[src/rtl/adc_sample_source.sv]
// adc_sample_source: paces ECG sampling, runs a 20-bit serial ADC (CONVST + SPI mode 0,
// MSB first) and presents each result as a two's-complement word with a sample strobe.
`timescale 1ns/1ps
module adc_sample_source #(
  parameter int DIV           = 50000,
  parameter int CONV_CYCLES   = 40,
  parameter int SCLK_HALF     = 4,
  parameter int STROBE_CYCLES = 8,
  parameter bit OFFSET_BIN    = 1'b0
) (
  input  logic        qzt_clk,
  input  logic        rst,
  input  logic        enable,
  input  logic        adc_miso,
  output logic        adc_convst,
  output logic        adc_cs_n,
  output logic        adc_sclk,
  output logic [19:0] Vout,
  output logic        clk_out,
  output logic        overrun
);

  localparam int PW = (DIV > 1) ? $clog2(DIV) : 1;
  localparam int CW = (CONV_CYCLES > 1) ? $clog2(CONV_CYCLES) : 1;
  localparam int HW = $clog2(2 * SCLK_HALF);
  localparam int SW = (STROBE_CYCLES > 1) ? $clog2(STROBE_CYCLES) : 1;

  localparam logic [PW-1:0] PER_LAST  = PW'(DIV - 1);
  localparam logic [CW-1:0] CONV_LAST = CW'(CONV_CYCLES - 1);
  localparam logic [HW-1:0] SUB_LAST  = HW'(2 * SCLK_HALF - 1);
  localparam logic [HW-1:0] SUB_RISE  = HW'(SCLK_HALF - 1);
  localparam logic [SW-1:0] STB_LOAD  = SW'(STROBE_CYCLES - 1);
  // Offset-binary ADCs differ from two's complement only in the sign bit.
  localparam logic [19:0]   VOUT_XOR  = OFFSET_BIN ? 20'h80000 : 20'h00000;

  typedef enum logic [1:0] {S_IDLE, S_CONV, S_READ, S_DONE} state_t;

  state_t        state_q;
  logic [PW-1:0] per_q, per_d;
  logic [CW-1:0] conv_cnt_q;
  logic [HW-1:0] sub_q;
  logic [4:0]    bit_q;
  logic [19:0]   shreg_q;
  logic          convst_q, cs_n_q, sclk_q;
  logic [19:0]   vout_q;
  logic          clk_out_q;
  logic [SW-1:0] stb_q;
  logic          overrun_q;
  logic          tick;

  // Period counter next value: free-running wrap while enabled, parked at 0 otherwise.
  always_comb begin
    per_d = per_q;
    if (!enable)                per_d = '0;
    else if (per_q == PER_LAST) per_d = '0;
    else                        per_d = per_q + PW'(1);
  end

  assign tick = enable && (per_q == PER_LAST);

  // Sample-period counter register; never stalls on converter state.
  always_ff @(posedge qzt_clk or posedge rst) begin
    if (rst) per_q <= '0;
    else     per_q <= per_d;
  end

  // Conversion sequencer, SPI shifter, output word, strobe timer and overrun flag.
  always_ff @(posedge qzt_clk or posedge rst) begin
    if (rst) begin
      state_q    <= S_IDLE;
      conv_cnt_q <= '0;
      sub_q      <= '0;
      bit_q      <= '0;
      shreg_q    <= '0;
      convst_q   <= 1'b0;
      cs_n_q     <= 1'b1;
      sclk_q     <= 1'b0;
      vout_q     <= '0;
      clk_out_q  <= 1'b0;
      stb_q      <= '0;
      overrun_q  <= 1'b0;
    end else begin
      // A tick that finds the converter busy is dropped and remembered.
      if (tick && (state_q != S_IDLE)) overrun_q <= 1'b1;

      // Strobe width is timed independently so it can overlap the next conversion.
      if (clk_out_q) begin
        if (stb_q == '0) clk_out_q <= 1'b0;
        else             stb_q     <= stb_q - SW'(1);
      end

      case (state_q)
        S_IDLE: begin
          if (tick) begin
            state_q    <= S_CONV;
            convst_q   <= 1'b1;
            conv_cnt_q <= '0;
          end
        end
        S_CONV: begin
          convst_q <= 1'b0;
          if (conv_cnt_q == CONV_LAST) begin
            state_q <= S_READ;
            cs_n_q  <= 1'b0;
            sclk_q  <= 1'b0;
            sub_q   <= '0;
            bit_q   <= '0;
          end else begin
            conv_cnt_q <= conv_cnt_q + CW'(1);
          end
        end
        S_READ: begin
          if (sub_q == SUB_LAST) begin
            sclk_q <= 1'b0;
            sub_q  <= '0;
            if (bit_q == 5'd19) begin
              state_q <= S_DONE;
              cs_n_q  <= 1'b1;
            end else begin
              bit_q <= bit_q + 5'd1;
            end
          end else begin
            sub_q <= sub_q + HW'(1);
            // End of the low phase: raise SCLK and capture the bit the ADC is presenting.
            if (sub_q == SUB_RISE) begin
              sclk_q  <= 1'b1;
              shreg_q <= {shreg_q[18:0], adc_miso};
            end
          end
        end
        S_DONE: begin
          cs_n_q    <= 1'b1;
          sclk_q    <= 1'b0;
          vout_q    <= shreg_q ^ VOUT_XOR;
          clk_out_q <= 1'b1;
          stb_q     <= STB_LOAD;
          state_q   <= S_IDLE;
        end
        default: state_q <= S_IDLE;
      endcase
    end
  end

  assign adc_convst = convst_q;
  assign adc_cs_n   = cs_n_q;
  assign adc_sclk   = sclk_q;
  assign Vout       = vout_q;
  assign clk_out    = clk_out_q;
  assign overrun    = overrun_q;

endmodule
[config.mk]
export PLATFORM = sky130hd
export DESIGN_NAME = adc_sample_source
export DESIGN_NICKNAME = d
export VERILOG_FILES = /design/src/rtl/adc_sample_source.sv
export SDC_FILE = /design/constraint.sdc
export NUM_CORES = 1
export LEC_CHECK = 0
export CAP_MARGIN = 15
export CELL_PAD_IN_SITES_DETAIL_PLACEMENT = 1
export CELL_PAD_IN_SITES_GLOBAL_PLACEMENT = 1
export CORE_UTILIZATION = 47
export DETAILED_ROUTE_END_ITERATION = 16
export GPL_ROUTABILITY_DRIVEN = 0
export PLACE_DENSITY_LB_ADDON = 0.1
export SYNTH_ARGS = -nofsm -noshare
export SYNTH_HDL_FRONTEND = slang
export SYNTH_SLANG_ARGS = --single-unit
[constraint.sdc]
create_clock -name qzt_clk -period 3.1 [get_ports qzt_clk]
set_input_delay 0.31 -clock qzt_clk [delete_from_list [all_inputs] [get_ports qzt_clk]]
set_output_delay 0.31 -clock qzt_clk [all_outputs]
set_load 0.01 [all_outputs]
Figure 1. Sequential cells colored by netlist name.
(4 px per µm)
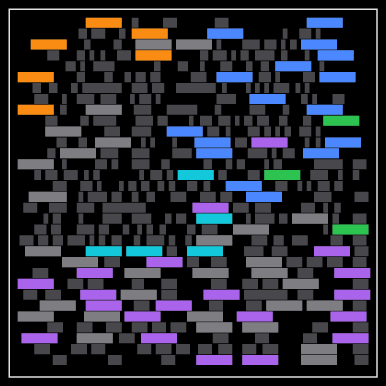
[`bit_q`] cyan | sequential cells: 5
[`per_q`] blue | sequential cells: 16
[`Vout`] purple | sequential cells: 20
[`conv_cnt_q`] orange | sequential cells: 6 | where: north-west
[`stb_q`] green | sequential cells: 3

Figure 2. Metal layers overlaid.
(4 px per µm)
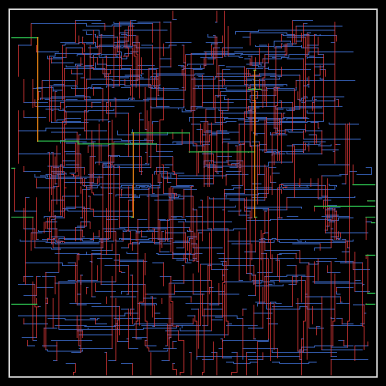
[M1] blue | wire length: 3760 µm
[M2] red | wire length: 3620 µm
[M3] green | wire length: 115 µm
[M4] orange | wire length: 83.6 µm
drt wl/cell: 16.7 µm
via total after detailed routing: 2489
total wire length after detailed routing: 7580 µm
global routing usage summed across all routing layers: 0.207

Figure 3. Clock network drawn from the DEF.
(3 px per µm)
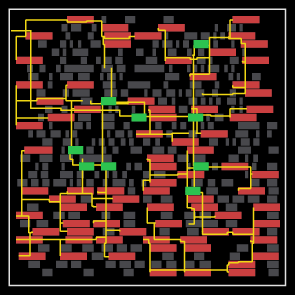
[clock-net drivers] green | count: 9
[clock wires] yellow | length: 964 µm
[flip-flops] red | count: 80
routed clock nets: 10
flops lie: all over the die

Figure 4. Close-up of the layout.
Window x 59 to 79, y 13 to 33 µm. Cells in gray, sequential cells in the stronger gray; small squares are vias.
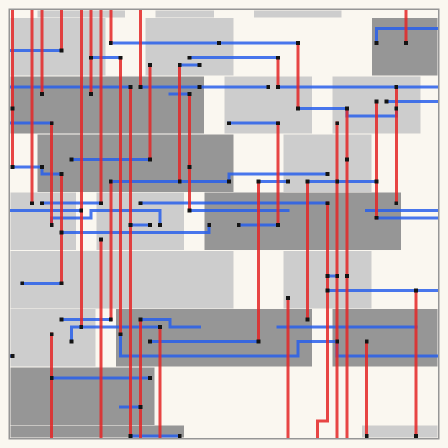
[M1] blue
[M2] red
most frequent: mux2_1 (8), dfrtp_1 (6)
netlist names of flops here include: `shreg_q` (5), `Vout` (1)
sequential cells in the window: 6
cells with their middle in the window: 16

==> Changelog: implementation <==
## Implementation

- Buffer cell driving the clock tree root: clkbuf_8
- Number of nets at floorplan: 332
- Cell taking the most area after synthesis: dfrtp_1
- Simple-Gate Area Share: 0.140
- Kind of end point of the critical path: flop
- Die y size: 91.6 µm
- Commonest cells in the synthesized netlist: dfrtp_1 (79), mux2_1 (37), nor2_1 (20), inv_1 (17)
- Antenna violations before repair: 0
- Ratio of routed vias to standard cells: 5.49
- Pin count of the biggest net entering global routing: ~60
- Number of enable-type register cells in the synthesized netlist: 0
- Status: finished clean
- Sum of net half-perimeters after detailed placement: 5130 µm
- Unrepaired setup endpoints after global routing: no
- MUX area fraction: 0.125
- Post-Synth Adder-Cell Area: 0.0464
- Die outline area: 8390 µm²
- Number of sinks on the clock net: 80
- Area of the placeable core: 7730 µm²
- Flops out of synthesis: 80
- Final WS setup: 0.815 ns
- Proportion of register bits with asynchronous set or reset after synthesis: 1.00
- Layout area overhead: 16.9%
- Critical Path AT: 2.52 ns
- Top post-synthesis cells by area: dfrtp_1 (52%), mux2_1 (11%), ha_1 (4.6%)
- Crit path kind: reg2reg
- Data required time of the critical path: 3.33 ns
- Total congestion overflow after global routing: 0
- Post-route minimum period: between 2 and 2.5 ns
- Mapped cell area: 3770 µm²
- Setup TNS Final: 0 ns
- Register-to-Register Path Depth: 4
- Dpl cell area: between 4000 and 5000 µm²
- Worst-path clk slew: roughly 0.1 ns
- Main flop type: dfrtp_1
- CTS buffer count: 9
- Final slew viol count: 0
==> layout by cell type, fill, tap and decap left out, types with 3 or more instances in the layout <==
master	n
mux2_2	4
nor2_1	20
dfrtp_1	79
a211o_1	3
ha_1	14
o21ai_1	4
xnor2_1	11
nor4_1	6
nor3_1	9
nand3_1	13
nor2b_1	3
a21oi_1	3
and3_1	5
inv_1	16
mux2_1	37
o31ai_1	3
clkdlybuf4s50_1	28
nand2_1	14
a221o_1	4
nand4_1	4
o21ai_0	5
nand2b_1	5
nand4bb_1	3
clkbuf_8	9
buf_4	3
o21a_1	3
==> worst paths after layout <==
check / startpoint / to / slack, ns
setup reg to reg: per_q[11] / conv_cnt_q[1] / 0.81
hold reg to reg: overrun / overrun / 0.48
min in group qzt_clk: overrun / overrun / 0.48
hold / removal: rst / Vout[17] / 0.25
setup / recovery: per_q[11] / conv_cnt_q[1] / 0.81
max in group asynchronous: rst / adc_cs_n / 2.16
==> layer usage <==
layer	wire, µm	share of wire	GRT usage	up-vias
met5	0	0	0	-
met4	83	0.011	0.0569	0
met3	114	0.015	0.0318	7
met2	3620	0.48	0.338	21
met1	3760	0.50	0.286	1265
li1	-	-	-	1196
==> sequential cells by signal, indices dropped and copies added (netlist names) <==
signal,count
Vout,20
shreg_q,20
per_q,16
conv_cnt_q,6
bit_q,5
stb_q,3
sub_q,3
state_q,2
adc_convst,1
adc_cs_n,1
adc_sclk,1
clk_out,1
overrun,1
==> per-stage QoR <==
step / hold slack, ns / total power, µW / std cells / util
floorplan: 0.442 / 1100 / 314 / -
global placement: 0.462 / 1110 / 437 / 0.541
detailed placement: 0.465 / 1120 / 437 / 0.541
CTS: 0.260 / 2010 / 453 / 0.571
global route: 0.275 / 2050 / 453 / 0.571
finish: 0.255 / 1990 / 453 / 0.571
==> layout make-up <==
| type | instances | area [µm²] |
|---|---|---|
| Sequential cell | 80 | 2000 |
| Fill cell | 807 | 3320 |
| Timing Repair Buffer | 32 | 323 |
| Inverter | 17 | 65.1 |
| Clock buffer | 9 | 124 |
| Multi-Input combinational cell | 206 | 1660 |
| Clock inverter | 7 | 109 |
| Tap cell | 102 | 128 |
==> cell families after synthesis <==
family	after synthesis
AND-OR/OR-AND	43
XOR/XNOR	13
adder cells (fa/ha/maj)	14
buffers and inverters	28
flip-flops	80
multiplexers	42
AND/OR/NAND/NOR	94
==> critical path, cell delays in order (launching register included) <==
cell     delay [ns]
dfrtp_1        0.46
or4b_4         0.58
o41ai_4        0.54
o21ai_2        0.20
a221o_1        0.39
==> power breakdown <==
part | internal [µW] | switching [µW] | leakage [µW]
Combinational | 10.6 | 29.3 | 0.000846
Clock | 472 | 421 | 0.000118
Sequential | 1050 | 5.65 | 0.00106
Power and IR drop assume default switching activity.
